Design dot_accel_flat, sky130hd; sources not shown.
Routing congestion map:
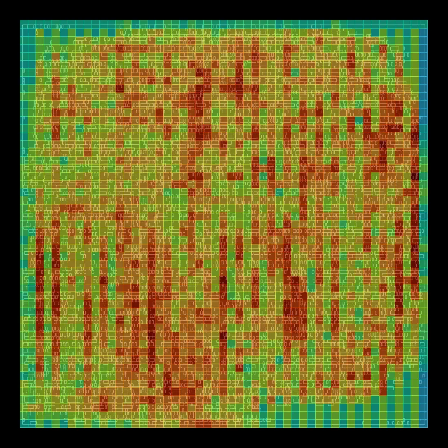
GRT met1 Usage: 38.4%
Global Route Usage Sum: 28.6%
fraction of met3 tracks used by global routing: 2.51%
average wire length per cell after detail routing: 21.3 um

Nets reached from selected ports:
Scale bar: 100 um.
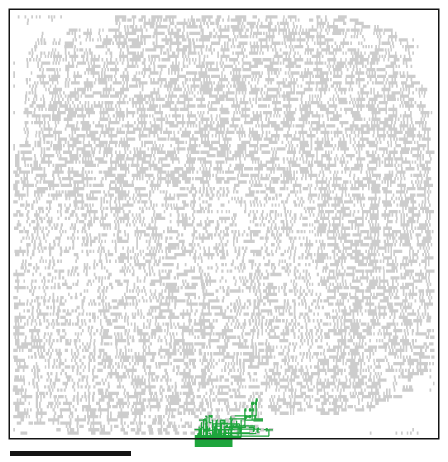
- green: csr_address (direction input; edge bottom; end cells 24; buffers 32; wire 841 um)
number of ports placed on the die boundary: 202
Port Buffer Count: 167

Routed metal, one color a layer:
Two of the layers only.
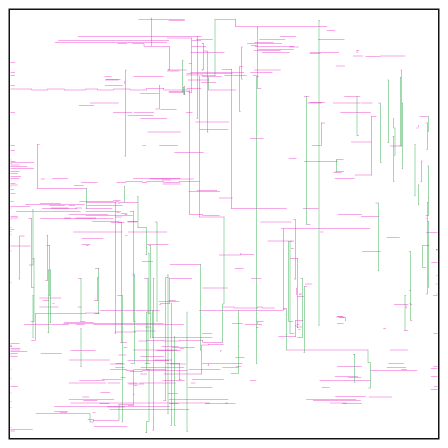
- magenta: met3 (wire length 6370 um)
- green: met4 (wire length 5360 um)
Post-Route WL: 174000 um
routed via count: 41823

==> impl_metrics.json <==
{
  "run_status": "completed",
  "placed_cells_incl_taps": 8096,
  "setup_tns_ns": 0,
  "grt_antenna_before_repair": 2,
  "post-cts-setup-buffer-count": 0,
  "critical_path.most_common_cell": "fa_1",
  "ctsHtreeMaxLevel": 2,
  "crit_path_max_incr_delay_ns": 0.78,
  "worst_clock_skew_ns": 0.0584,
  "timing.critical_path.max_delay_family": "adder cells",
  "pin_count_of_the_biggest_net_entering_global_routing": 107,
  "clock_latency_ns": 0.65,
  "layout-drive-gt1-share_pct": 3.51,
  "placed_wire_length_estimate_um": 143000,
  "fin_nets": 7721,
  "cts_hold_buf": 0,
  "syn_avg_cell_area_sq_um": 7.45,
  "top_layer": "met5",
  "reg2regPathDepth": 31,
  "setup.worst_path.start_class": "flip-flop",
  "drtPass1Iterations": 5
}
worst register-to-register path: cells and delay by family, from the launching register on:
family	cells	cell delay [ns]
DFF	1	0.78
AOI/OAI and AO/OA	8	1.63
adders and majority gates	10	4.89
buffers and inverters	6	1.05
xor gates and xnor gates	1	0.17
and+or+nand+nor	6	1.25
routing by layer:
layer,track usage (%),up-vias
met5,0,-
met4,8.17,4
met3,2.51,225
met2,49.3,835
met1,38.4,21611
li1,-,19148
per-stage QoR:
stage | util [%] | hold WS (ns)
finish | 44.1 | 0.472
global route | 44.1 | 0.509
CTS | 44.1 | 0.484
detailed placement | 43.0 | 0.464
global placement | 43.0 | 0.461
floorplan | - | 0.453
synth_stat cells (all sizes together) (3+ instances only):
cell type and instances:
o31ai 5, o21ai 340, nor2 289, o211ai 17
clkinv 4, inv 1692, o21bai 6, nand4 24
a221oi 31, a211oi 6, o21a 8, a21boi 3
a21o 24, and3 3, xnor2 31, o2111ai 3
a41oi 5, clkbuf 248, nand3 144, nor4 22
fa 841, xor2 46, or2 17, o221ai 3
nand3b 10, a21oi 196, nor3 24, dfrtp 260
o22ai 53, buf 65, a31oi 39, nand2 1792
ha 254
cell families after synthesis:
logic type | share of synthesized area, %
buffers and inverters | 15.9
and+or+nand+nor | 19.1
DFF | 13.5
adders and majority gates | 41.2
other | 0.00772
xor gates and xnor gates | 1.45
AOI/OAI and AO/OA | 8.90
area by class of cell:
class,instances,area (sq um),share of cell area [%]
Antenna cell,1,2.50,0.00472
Clock buffer,52,1100,2.08
Clock inverter,18,236,0.446
Multi-Input combinational cell,4280,34400,65.0
Sequential cell,261,6550,12.4
Timing Repair Buffer,247,2280,4.30
Inverter,1696,6370,12.0
Tap cell,1612,2020,3.81
layout by cell type (no fill, tap or decap), types with 8 or more instances in the layout:
master           synthesis  routed
o211ai_1                17      17
nand2_1               1787    1782
nand3_1                140     140
o22ai_2                 18      18
a21oi_1                196     196
a221oi_1                31      31
a31oi_1                 39      39
nor2_2                   8      10
nor4_1                  21      21
nor3_1                  24      24
a21o_1                  24      24
or2_2                   17      17
o21a_1                   8       8
dfrtp_2                  0      11
nand2_2                  4       9
nand3b_1                10      10
o21ai_0                336     335
nand4_1                 23      23
xor2_1                  45      45
nor2_1                 278     276
clkdlybuf4s50_1          0     166
o22ai_1                 35      35
ha_1                   254     254
fa_1                   841     841
dfrtp_1                260     249
clkbuf_8                 0      10
inv_1                 1689    1688
xnor2_1                 31      31
conb_1                   1      34
clkbuf_16                0      38
buf_4                   43      80
